run_1/pins.png
Pins as bars across the die edge, other pins in grey.
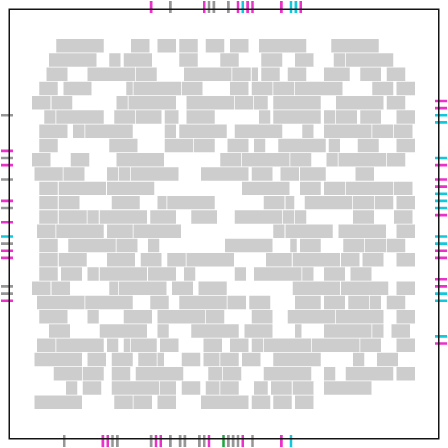
run_1/cell_classes.png
Fill, decap, tap and diode cells in grey.
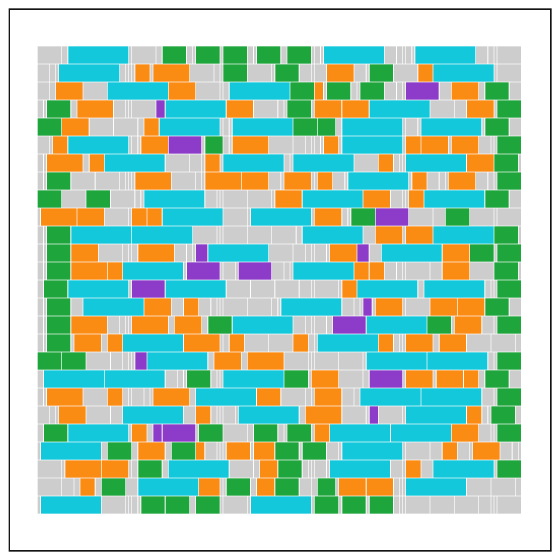
run_1/clock_map.png
The bar under the picture is 20 um long.
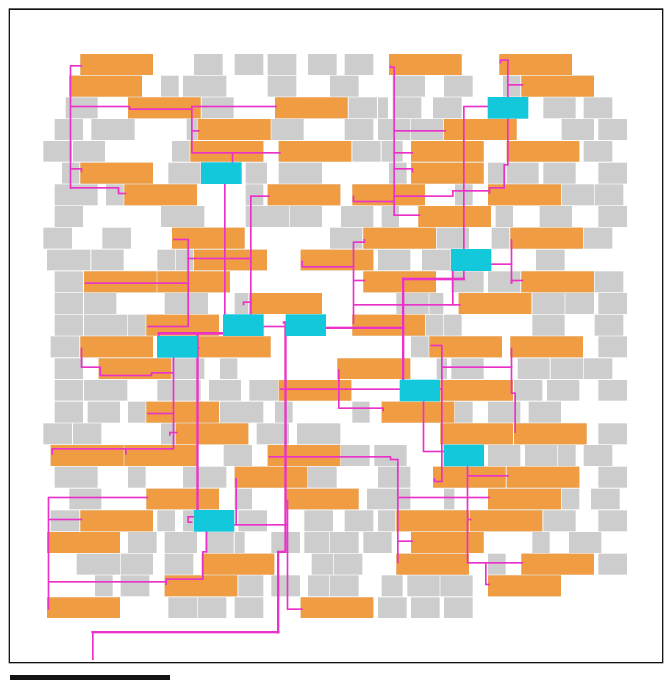
run_1/final_placement.png
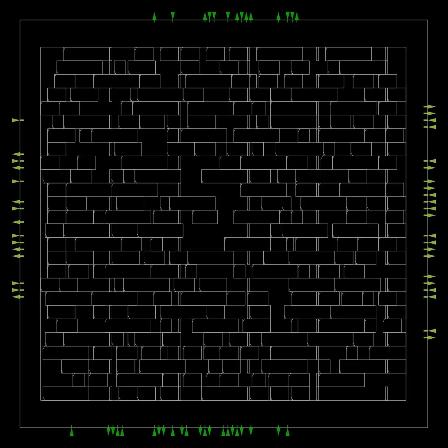
**src/rtl/vector_operand_packer_if.sv**
```systemverilog
// Element-serial input and packed-word output handshake of the vector operand packer.
// slave is the packer's view, master the producer/consumer side.
interface vector_operand_packer_if #(
  parameter int C_OP_WIDTH     = 16,
  parameter int C_NUM_OPERANDS = 2
);
  localparam int C_NUM_ELEM   = C_NUM_OPERANDS / 2;
  localparam int C_DOUT_WIDTH = C_OP_WIDTH * C_NUM_OPERANDS;
  localparam int C_CNT_WIDTH  = (C_NUM_ELEM > 1) ? $clog2(C_NUM_ELEM) : 1;

  logic [C_OP_WIDTH-1:0]   elem_a;
  logic [C_OP_WIDTH-1:0]   elem_b;
  logic                    elem_last;
  logic                    elem_valid;
  logic                    elem_ready;
  logic [C_DOUT_WIDTH-1:0] dout;
  logic                    dout_last;
  logic                    dout_valid;
  logic                    dout_ready;
  logic [C_CNT_WIDTH-1:0]  elem_idx;

  modport slave (
    input  elem_a, elem_b, elem_last, elem_valid, dout_ready,
    output elem_ready, dout, dout_last, dout_valid, elem_idx
  );

  modport master (
    output elem_a, elem_b, elem_last, elem_valid, dout_ready,
    input  elem_ready, dout, dout_last, dout_valid, elem_idx
  );
endinterface

```
**src/rtl/vector_operand_packer.sv**
```systemverilog
// Packs element-serial (a, b) pairs into {operand1 vector, operand0 vector} words
// behind a registered valid/ready output; elem_last zero-pads and flushes a partial vector.
module vector_operand_packer #(
  parameter int C_OP_WIDTH     = 16,
  parameter int C_NUM_OPERANDS = 2
) (
  input logic                    clk,
  input logic                    rst,
  vector_operand_packer_if.slave pk_if
);
  localparam int C_NUM_ELEM     = C_NUM_OPERANDS / 2;
  localparam int C_OP_VEC_WIDTH = C_OP_WIDTH * C_NUM_ELEM;
  localparam int C_DOUT_WIDTH   = C_OP_WIDTH * C_NUM_OPERANDS;
  localparam int C_CNT_WIDTH    = (C_NUM_ELEM > 1) ? $clog2(C_NUM_ELEM) : 1;
  localparam logic [C_CNT_WIDTH-1:0] C_LAST_LANE = C_CNT_WIDTH'(C_NUM_ELEM - 1);

  logic [C_OP_VEC_WIDTH-1:0] a_q, a_d, b_q, b_d;
  logic [C_OP_VEC_WIDTH-1:0] a_fill, b_fill;
  logic [C_CNT_WIDTH-1:0]    idx_q, idx_d;
  logic [C_DOUT_WIDTH-1:0]   dout_q, dout_d;
  logic                      last_q, last_d;
  logic                      valid_q, valid_d;
  logic                      ready;
  logic                      accept;
  logic                      emit;

  assign ready  = !valid_q || pk_if.dout_ready;
  assign accept = pk_if.elem_valid && ready;
  assign emit   = accept && ((idx_q == C_LAST_LANE) || pk_if.elem_last);

  // Lanes above the current index are already zero because A/B clear on every emit.
  always_comb begin
    a_fill = a_q;
    b_fill = b_q;
    for (int i = 0; i < C_NUM_ELEM; i++) begin
      if (idx_q == C_CNT_WIDTH'(i)) begin
        a_fill[i*C_OP_WIDTH +: C_OP_WIDTH] = pk_if.elem_a;
        b_fill[i*C_OP_WIDTH +: C_OP_WIDTH] = pk_if.elem_b;
      end
    end
  end

  always_comb begin
    a_d     = a_q;
    b_d     = b_q;
    idx_d   = idx_q;
    dout_d  = dout_q;
    last_d  = last_q;
    valid_d = valid_q;
    if (valid_q && pk_if.dout_ready) begin
      valid_d = 1'b0;
    end
    if (emit) begin
      dout_d  = {b_fill, a_fill};
      last_d  = pk_if.elem_last;
      valid_d = 1'b1;
      a_d     = '0;
      b_d     = '0;
      idx_d   = '0;
    end else if (accept) begin
      a_d   = a_fill;
      b_d   = b_fill;
      idx_d = idx_q + C_CNT_WIDTH'(1);
    end
  end

  always_ff @(posedge clk or posedge rst) begin
    if (rst) begin
      a_q     <= '0;
      b_q     <= '0;
      idx_q   <= '0;
      dout_q  <= '0;
      last_q  <= 1'b0;
      valid_q <= 1'b0;
    end else begin
      a_q     <= a_d;
      b_q     <= b_d;
      idx_q   <= idx_d;
      dout_q  <= dout_d;
      last_q  <= last_d;
      valid_q <= valid_d;
    end
  end

  assign pk_if.elem_ready = ready;
  assign pk_if.dout       = dout_q;
  assign pk_if.dout_last  = last_q;
  assign pk_if.dout_valid = valid_q;
  assign pk_if.elem_idx   = idx_q;
endmodule

```
**src/flat_wrapper.sv**
```systemverilog
// flat-port wrapper written by rule: the top's interface ports become plain ports
module vector_operand_packer_flat 
#(
  parameter int C_OP_WIDTH     = 16,
  parameter int C_NUM_OPERANDS = 2
)
  (clk, rst, pk_if_elem_a, pk_if_elem_b, pk_if_elem_last, pk_if_elem_valid, pk_if_dout_ready, pk_if_elem_ready, pk_if_dout, pk_if_dout_last, pk_if_dout_valid, pk_if_elem_idx);
  vector_operand_packer_if #(.C_OP_WIDTH(C_OP_WIDTH), .C_NUM_OPERANDS(C_NUM_OPERANDS)) pk_if_i ();
  input logic clk;
  input logic rst;
  input wire logic [$bits(pk_if_i.elem_a)-1:0] pk_if_elem_a;
  input wire logic [$bits(pk_if_i.elem_b)-1:0] pk_if_elem_b;
  input wire logic [$bits(pk_if_i.elem_last)-1:0] pk_if_elem_last;
  input wire logic [$bits(pk_if_i.elem_valid)-1:0] pk_if_elem_valid;
  input wire logic [$bits(pk_if_i.dout_ready)-1:0] pk_if_dout_ready;
  output wire logic [$bits(pk_if_i.elem_ready)-1:0] pk_if_elem_ready;
  output wire logic [$bits(pk_if_i.dout)-1:0] pk_if_dout;
  output wire logic [$bits(pk_if_i.dout_last)-1:0] pk_if_dout_last;
  output wire logic [$bits(pk_if_i.dout_valid)-1:0] pk_if_dout_valid;
  output wire logic [$bits(pk_if_i.elem_idx)-1:0] pk_if_elem_idx;
  assign pk_if_i.elem_a = pk_if_elem_a;
  assign pk_if_i.elem_b = pk_if_elem_b;
  assign pk_if_i.elem_last = pk_if_elem_last;
  assign pk_if_i.elem_valid = pk_if_elem_valid;
  assign pk_if_i.dout_ready = pk_if_dout_ready;
  assign pk_if_elem_ready = pk_if_i.elem_ready;
  assign pk_if_dout = pk_if_i.dout;
  assign pk_if_dout_last = pk_if_i.dout_last;
  assign pk_if_dout_valid = pk_if_i.dout_valid;
  assign pk_if_elem_idx = pk_if_i.elem_idx;
  vector_operand_packer #(.C_OP_WIDTH(C_OP_WIDTH), .C_NUM_OPERANDS(C_NUM_OPERANDS)) u_core (.clk(clk), .rst(rst), .pk_if(pk_if_i));
endmodule
```
**config.mk**
```make
export PLATFORM = sky130hd
export DESIGN_NAME = vector_operand_packer_flat
export DESIGN_NICKNAME = d
export VERILOG_FILES = /design/src/rtl/vector_operand_packer_if.sv /design/src/rtl/vector_operand_packer.sv /design/src/flat_wrapper.sv
export SDC_FILE = /design/constraint.sdc
export NUM_CORES = 1
export LEC_CHECK = 0
export CORE_MARGIN = 4
export CORE_UTILIZATION = 52
export CTS_CLUSTER_DIAMETER = 50
export DETAILED_ROUTE_END_ITERATION = 10
export PLACE_DENSITY = 0.84
export SLEW_MARGIN = 10
export SYNTH_ARGS = -nofsm -noshare
export SYNTH_HDL_FRONTEND = slang
export SYNTH_SLANG_ARGS = --single-unit
```
**constraint.sdc**
```tcl
create_clock -name clk -period 6.2 [get_ports clk]
set_input_delay 1.24 -clock clk [delete_from_list [all_inputs] [get_ports clk]]
set_output_delay 1.24 -clock clk [all_outputs]
set_load 0.02 [all_outputs]
```
==> flow_summary_export.csv, run 1 <==
group,metric,value,unit
placement,place_area,3550,sq um
synthesis,netlist_area,2820,sq um
grt,use_met3,3.51,%
layout,largest_reg_flops,32,
layout,top_area_cell_class,"registers",
worst_setup_path,cp_top_family,"buffers and inverters",
pwr,p_int,739,uW
pwr,clockPowerShare,29.1,%
routing,m1WireLength,2320,um
worst_setup_path,reg2reg_to,"u_core.pk_if.dout[30]$_DFFE_PP0P_",
synthesis,floorplan.nets,219,
worst_setup_path,reg2reg_depth,5,
synthesis,mux_area_share,27.8,%
routing,vias_per_cell,4.84,
run_status,run_status,"finished clean",
cts,cts_sinks,67,
pwr,switchingPower,256,uW
layout,regArea,1680,sq um
cts,cts_tree,"done",
routing,vias,1606,
pwr,power.total,995,uW
pwr,pwr-share-comb,21.7,%
flow_run,drv_cap,0,
Back to the opening pictures, pins.png:
`pk_if_dout` -> magenta  # pins 32, direction output, edge 11 east, 7 south, 7 west, 7 north
`pk_if_elem_valid` -> green  # pins 1, direction input, edge south
`pk_if_elem_b` -> cyan  # pins 16, direction input, edge 11 east, 3 north, 1 south, 1 west
number of buffers added on ports: 72
overall die width: 81.6 um
die height: 81.6 um

Back to the opening pictures, cell_classes.png:
flops -> cyan  # cells 67, share of their area 46%
all other logic -> orange  # cells 104, share of their area 29%
other buffers and delay cells -> green  # cells 75, share of their area 21%
clock drivers and dummy loads -> purple  # cells 16, share of their area 4.3%

Back to the opening pictures, clock_map.png:
cells driving clock nets -> cyan  # count 9
clock wires -> magenta  # length 757 um
flip-flops -> orange  # count 67
routed clock nets = 10

Back to the opening pictures, final_placement.png:
row count: 26
final std cells w/o fill: 332
Tapcells: 70
Finished Core Util: 71.6%
registers: 67

## run 1: synthesized netlist by cell type
cell / instances / share of area (%)
nand3_2: 1 / 0.36
a21boi_0: 1 / 0.27
nand2_1: 1 / 0.13
mux2_2: 47 / 19
buf_6: 7 / 2.8
dfrtp_1: 67 / 60
inv_1: 1 / 0.13
and2_1: 32 / 7.1
mux2_4: 17 / 9.1
nand2b_2: 2 / 0.62
clkbuf_1: 2 / 0.27
a32o_1: 1 / 0.36
buf_2: 2 / 0.36
nand3b_1: 1 / 0.27
## run 1: power groups by stage
stage / combinational [uW] / clock, uW / sequential, uW
6_report: 216 / 290 / 489
5_1_grt: 230 / 322 / 494
4_1_cts: 220 / 301 / 490
3_5_place_dp: 219 / 0 / 497
3_3_place_gp: 216 / 0 / 496
2_1_floorplan: 74.2 / 0 / 538
run_1/metal_stack.png
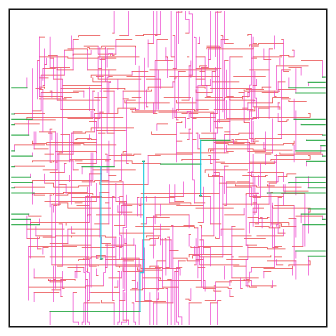

## Run 2: what changed since run 1
- CORE_UTILIZATION: 52 -> 48
- PLACE_DENSITY: 0.84 -> 0.79
- clock period: 6.2 -> 3.7 ns (I/O delays scaled with it)
run_2/metal_stack.png
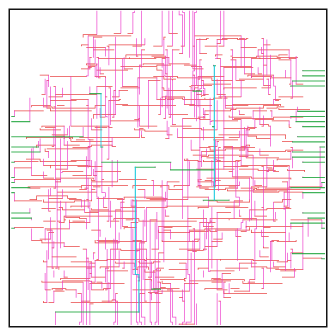
met1 -> red  # wire length 2390 um
met2 -> magenta  # wire length 2310 um
met3 -> green  # wire length 279 um
met4 -> cyan  # wire length 90.0 um

==> flow_summary_export.csv, run 2 <==
group,metric,value,unit
run_status,run_status,"finished clean",
synthesis,synth_top_flop_cell,"dfrtp_1",
synthesis,top_cells_by_count,"67 x dfrtp_1, 47 x mux2_2, 32 x and2_1",
routing,vias_per_cell,4.81,
floorplanning,num_rows,27,
synthesis,mux_area_share,27.8,%
pwr,power.total,1830,uW
floorplanning,nWellTaps,72,
synthesis,floorplan.nets,219,
routing,m1WireLength,2390,um
routing,vias,1615,
placement,port_buffers,72,
floorplanning,die_h,84.6,um
layout,instances_no_fill,336,
synthesis,netlist_area,2820,sq um
worst_setup_path,cp_top_family,"buffers and inverters",
synthesis,area_leaders,"dfrtp_1 60%, mux2_2 19%, mux2_4 9.1%",
worst_setup_path,reg2reg_depth,5,
synthesis,synthArstFlopShare,100,%
synthesis,top_area_cell,"dfrtp_1",
layout,largest_reg_flops,32,
grt,use_met3,3.93,%
synthesis,synth-edff-count,0,
synthesis,top_cell,"dfrtp_1",
run 2: cell counts after synthesis:
Identical to the previous run, type by type.
run 2: logic make-up after synthesis:
family	count (synthesis)
compound gates	2
buf+inv	12
flops	67
mux	64
simple gates	37
run 2: worst min-delay path by stage:
stage                     slack [ns]                          to
after floorplan                 0.45   u_core.a_q[0]$_DFFE_PP0P_
after global placement          0.46   u_core.a_q[9]$_DFFE_PP0P_
after detailed placement        0.47   u_core.a_q[4]$_DFFE_PP0P_
after CTS                       0.49   u_core.a_q[4]$_DFFE_PP0P_
after global routing            0.50  u_core.b_q[10]$_DFFE_PP0P_
final                           0.49   u_core.a_q[4]$_DFFE_PP0P_
run 2: power by group:
group,switching [uW],internal (uW)
Combinational,153,212
Clock,271,377
Sequential,30.1,788
Total,455,1380
Power figures rest on the tool's default switching activity, not on a simulated workload.
